Design pmod_ad1_array, sky130hd; sources not shown.
run_1/placement.png
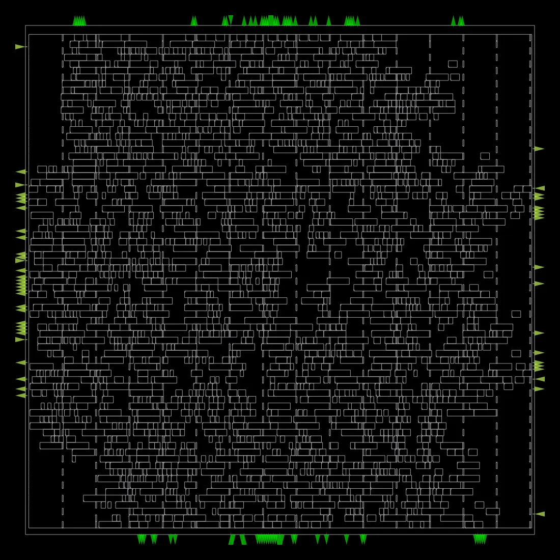
Floorplan Core Area: 42400 sq um
tally of non-filler cells in the final layout: 2589
Well Taps: 577
fraction of the core area covered by cells at the end of the flow: 48.4%

run_1/layer_met4.png
Bar = 50 microns.
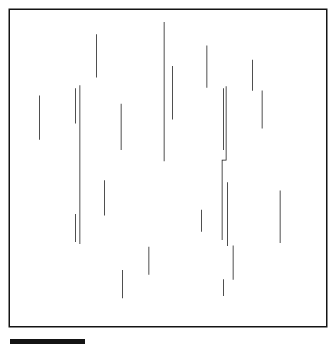
share of all routed wire	1.9%
longest straight run	105 microns
count of vias placed by the detailed router: 13400
total detailed-routing wirelength: 39700 microns

run_1/wires.png
Bar = 50 microns.
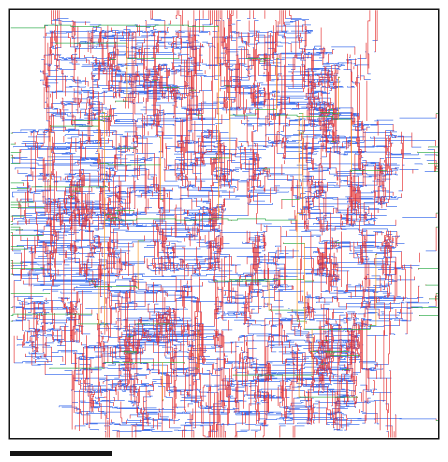
colour	layer	wire length
red	metal 2	17800 microns
blue	metal 1	19900 microns
green	metal 3	1230 microns
orange	metal 4	766 microns
Routed WL per cell: 15.3 microns
total routing resource utilization after global routing: 18.6%

==> notes.md, run 1 <==
Numbers from the implementation run.

The time the final worst path needs with I/O delays and setup is 3.75 ns. The final-report max-slew violation count is 0. The relative slew slack is 35.6%.

After Yosys synthesis, XOR and XNOR cells account for 2.56% of the synthesized area. The worst hold margin is 0.459 ns. Per the synthesis report, the number of distinct cell types is 89. The post-synthesis sequential area ratio is between 40% and 50%. The first-pass detailed-route iteration total is 5. For this run, asynchronously set or reset flops after synthesis account for 100%. For reference, the clock transition at the flip-flops on the worst setup and hold paths is 0.06 ns.

OpenROAD reports that the post-layout worst path occupies around four fifths of the period. After synthesis the cells add up to around 17000 sq um. The final instance area is 20500 sq um. The number of CTS-inserted buffers is 38.

The first global-routing pass estimated 67800 microns of wire. The maximum level of the CTS H-tree is 2. The area growth from synthesis to final layout is 18.2%. The classification of the worst-slack hold path is flip-flop to flip-flop. In this run the number of cells on the critical path is 11. Once placement finished, the instance area stood at 19200 sq um.

The sequential share of power is 45.1%. The biggest slice of the total power is consumed by clock. For this design the top-level I/O count stands at 120. The run finished with clean final reports. In the post-synthesis netlist, the cell with the most instances is dfrtp_1.

According to the floorplan report, the total die area is 44300 sq um. As reported, the later end of the worst-skew pair has a clock insertion delay of 0.55 ns. The initial antenna violation count is 0. The hold violation count in the final report is 0. Looking at the max-slew report, the worst-margin pin has a slew of 0.941 ns. Derived from the worst setup path, the maximum achievable clock frequency is between 200 and 300 MHz. The largest driver fanout on the critical path is 14. The power of the sequential group is 2.83 mW. For the worst setup path, the data required time is 4.99 ns. The power report shows net switching accounting for a little over a fifth of the total. Warnings raised by the tools during the run amount to 81.

In this run, post-CTS hold repair placed 0 buffers. The basic-gate share of the synthesized area counting and, or, nand and nor cells is 16.3%.
run_1/placement_by_type.png
Bar = 50 microns. Fill, decap, tap and diode cells in grey.
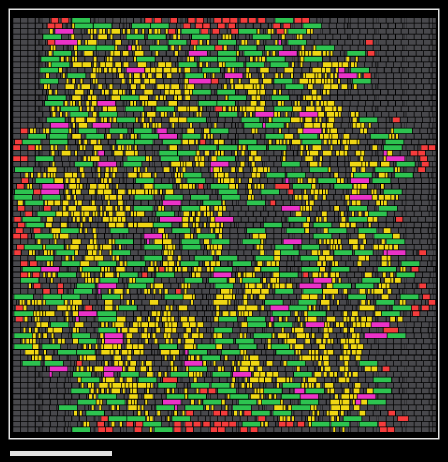

==> run 1 -> run 2 <==
--- a/config.mk
+++ b/config.mk
@@ -10,7 +10,7 @@
 export CORE_UTILIZATION = 40
 export DETAILED_ROUTE_END_ITERATION = 10
 export HOLD_SLACK_MARGIN = 0.03
-export PLACE_DENSITY = 0.74
+export PLACE_DENSITY = 0.77
 export SLEW_MARGIN = 20
 export SYNTH_ARGS = -nofsm -noshare
 export SYNTH_HDL_FRONTEND = slang
==> constraint.sdc (replaced) <==
create_clock -name clk -period 3.33 [get_ports clk]
set_input_delay 0.8325 -clock clk [delete_from_list [all_inputs] [get_ports clk]]
set_output_delay 0.8325 -clock clk [all_outputs]
set_load 0.03 [all_outputs]
run_2/placement_by_type.png
Bar = 50 microns. Fill, decap, tap and diode cells in grey.
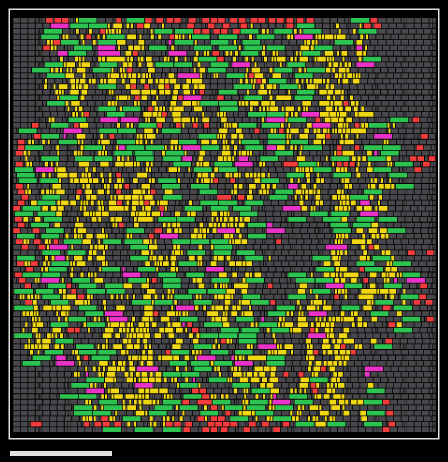
colour	class	cells	share of their area
red	other buffers and delay cells	199	9.0%
magenta	clock drivers and dummy loads	69	6.5%
green	flops	319	39%
yellow	combinational and other logic	1492	46%
fraction of the core area covered by cells at the end of the flow: 50.1%
summed area of non-filler cells in the final layout: 21300 sq um
share of cell area taken by flip-flops and latches: 37.6%
number of cell rows: 75

==> run 2 against run 1 <==
  * Cell area is 3.5% higher
  * Die area is the same
  * Synthesized area is the same
  * Non-clock buffer count rose by 66
  * Final cell count rose by 2.6%
  * Worst hold slack worse by 0.13 ns
  * First-iteration DRC count rose by 11%
  * Critical endpoint is now r_hold[7]
  * Largest power group unchanged
==> notes.md, run 2 <==
Numbers from the implementation run.

The flow ran to the end, and the final reports show no timing, DRC or antenna violations. The cell area after synthesis came to 17400 sq um (unchanged). The relative slew slack is 47.3% (+12 points). The chip area is 44300 sq um (unchanged). The quantity of hold-fixing buffers added after cts is 0 (unchanged). The final-report max-slew violation count is 0 (unchanged). The wire length of the first global-routing pass is 67000 microns (-1.1%).

The required time at the endpoint of the critical path came to 3.82 ns (-1.17 ns). The maximum level of the CTS H-tree came to 2 (unchanged). The most critical min-delay path falls under input port to async pin. The number of CTS-inserted buffers was 38 (unchanged). The clock-pin slew of the registers on the worst-case setup and hold paths is 0.06 ns (about the same).

The sequential share of power is 45.6% (+0.5 points). The post-place instance area came to 19600 sq um (+2.2%). The largest driver fanout on the critical path is 7 (-7). The basic-gate share of the synthesized area counting and, or, nand and nor cells is 16.3% (unchanged). The most common cell in the synthesized netlist is dfrtp_1.

The power of the sequential group came to 3.91 mW (+38%). The proportion of synthesized flip-flops having asynchronous set or reset came to 100% (unchanged). The final routed wire length divided by cell count is 15.1 microns (-1.4%).
run_2/placement.png
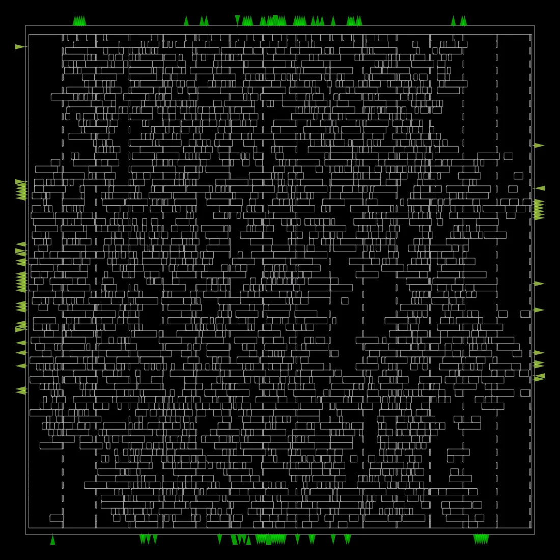
count of fill cells added during filler insertion: 4042
tally of non-filler cells in the final layout: 2656
flip-flops: 319

run_2/wires.png
Bar = 50 microns.
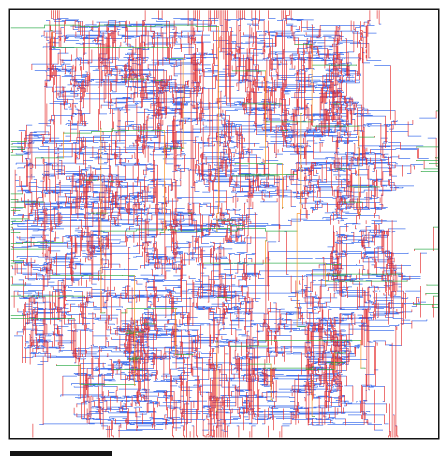

==> run 2 -> run 3 <==
--- a/config.mk
+++ b/config.mk
@@ -5,12 +5,13 @@
 export SDC_FILE = /design/constraint.sdc
 export NUM_CORES = 1
 export LEC_CHECK = 0
+export ABC_AREA = 1
 export CELL_PAD_IN_SITES_DETAIL_PLACEMENT = 0
 export CELL_PAD_IN_SITES_GLOBAL_PLACEMENT = 1
 export CORE_UTILIZATION = 40
 export DETAILED_ROUTE_END_ITERATION = 10
 export HOLD_SLACK_MARGIN = 0.03
-export PLACE_DENSITY = 0.77
+export PLACE_DENSITY = 0.8
 export SLEW_MARGIN = 20
 export SYNTH_ARGS = -nofsm -noshare
 export SYNTH_HDL_FRONTEND = slang
run_3/wires.png
Bar = 50 microns.
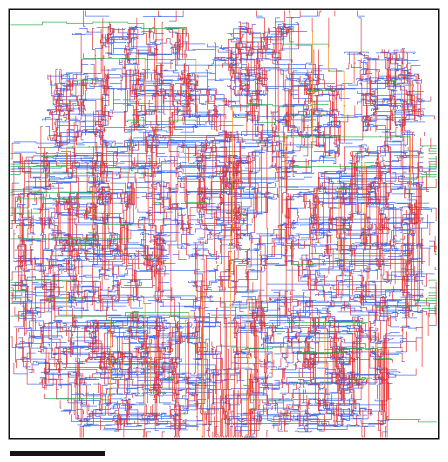
colour	layer	wire length
blue	metal 1	24.3 mm
green	metal 3	2000 microns
orange	metal 4	1150 microns
red	metal 2	23.2 mm
count of vias placed by the detailed router: 17400
Routed WL per cell: 14.0 microns
total routing resource utilization after global routing: 20.5%
total detailed-routing wirelength: 50600 microns

==> run 3 against run 2 <==
  * Non-clock buffer count shrank 58
  * Synthesized cell count up 50%
  * Critical path depth grew 5
  * Core utilization shrank 2.6 points
  * Largest cell class unchanged
==> notes.md, run 3 <==
Numbers from the implementation run.

Derived from the worst setup path, the maximum achievable clock frequency is 365 MHz. The total buffers and inverters traversed by the critical path is 4. The wire length of the first global-routing pass is 85100 microns (+27%). The chip area is 50900 sq um (+15%).

The quantity of hold-fixing buffers added after cts is 0 (unchanged). The basic-gate share of the synthesized area counting and, or, nand and nor cells was 29.8% (+14 points). The proportion of synthesized flip-flops having asynchronous set or reset is 100% (unchanged). The number of rows in the core area is 81 (+8.0%). The power of the sequential group was 3.91 mW (about the same). The share of the core filled with cells is 47.5% (-2.6 points). The run finished with clean final reports.

The classification of the worst-slack hold path is input port to async pin. The most area-hungry cell type in the Yosys netlist is dfrtp_1. The relative slew slack is 33.1% (-14 points). The number of flip-flops and latches was 319 (unchanged).

The final instance area is 23300 sq um (+9.8%). The sequential share of power was 44.0% (-1.6 points). The arrival time at the worst endpoint is 3.21 ns. The clock network is responsible for 49.8% of the overall power.

The number of CTS-inserted buffers was 39 (+2.6%). The clock-pin slew of the registers on the worst-case setup and hold paths was 0.06 ns (about the same). The post-synthesis sequential area ratio is 39.9%. The required time at the endpoint of the critical path is 3.80 ns (-0.02 ns). Logged for this run, the post-placement worst setup slack is 0.580 ns. The post-place instance area is 22000 sq um (+12%). The maximum level of the CTS H-tree came to 2 (unchanged). The cell area after synthesis was 20000 sq um (+15%).

The most common cell in the synthesized netlist is nand2_1.
run_3/placement.png
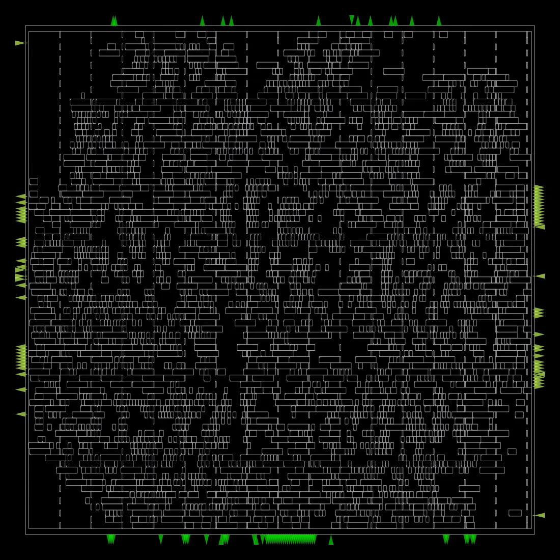
tally of non-filler cells in the final layout: 3623
count of fill cells added during filler insertion: 4953
share of cell area taken by flip-flops and latches: 34.2%

Power is estimated from default activity; no workload was simulated.
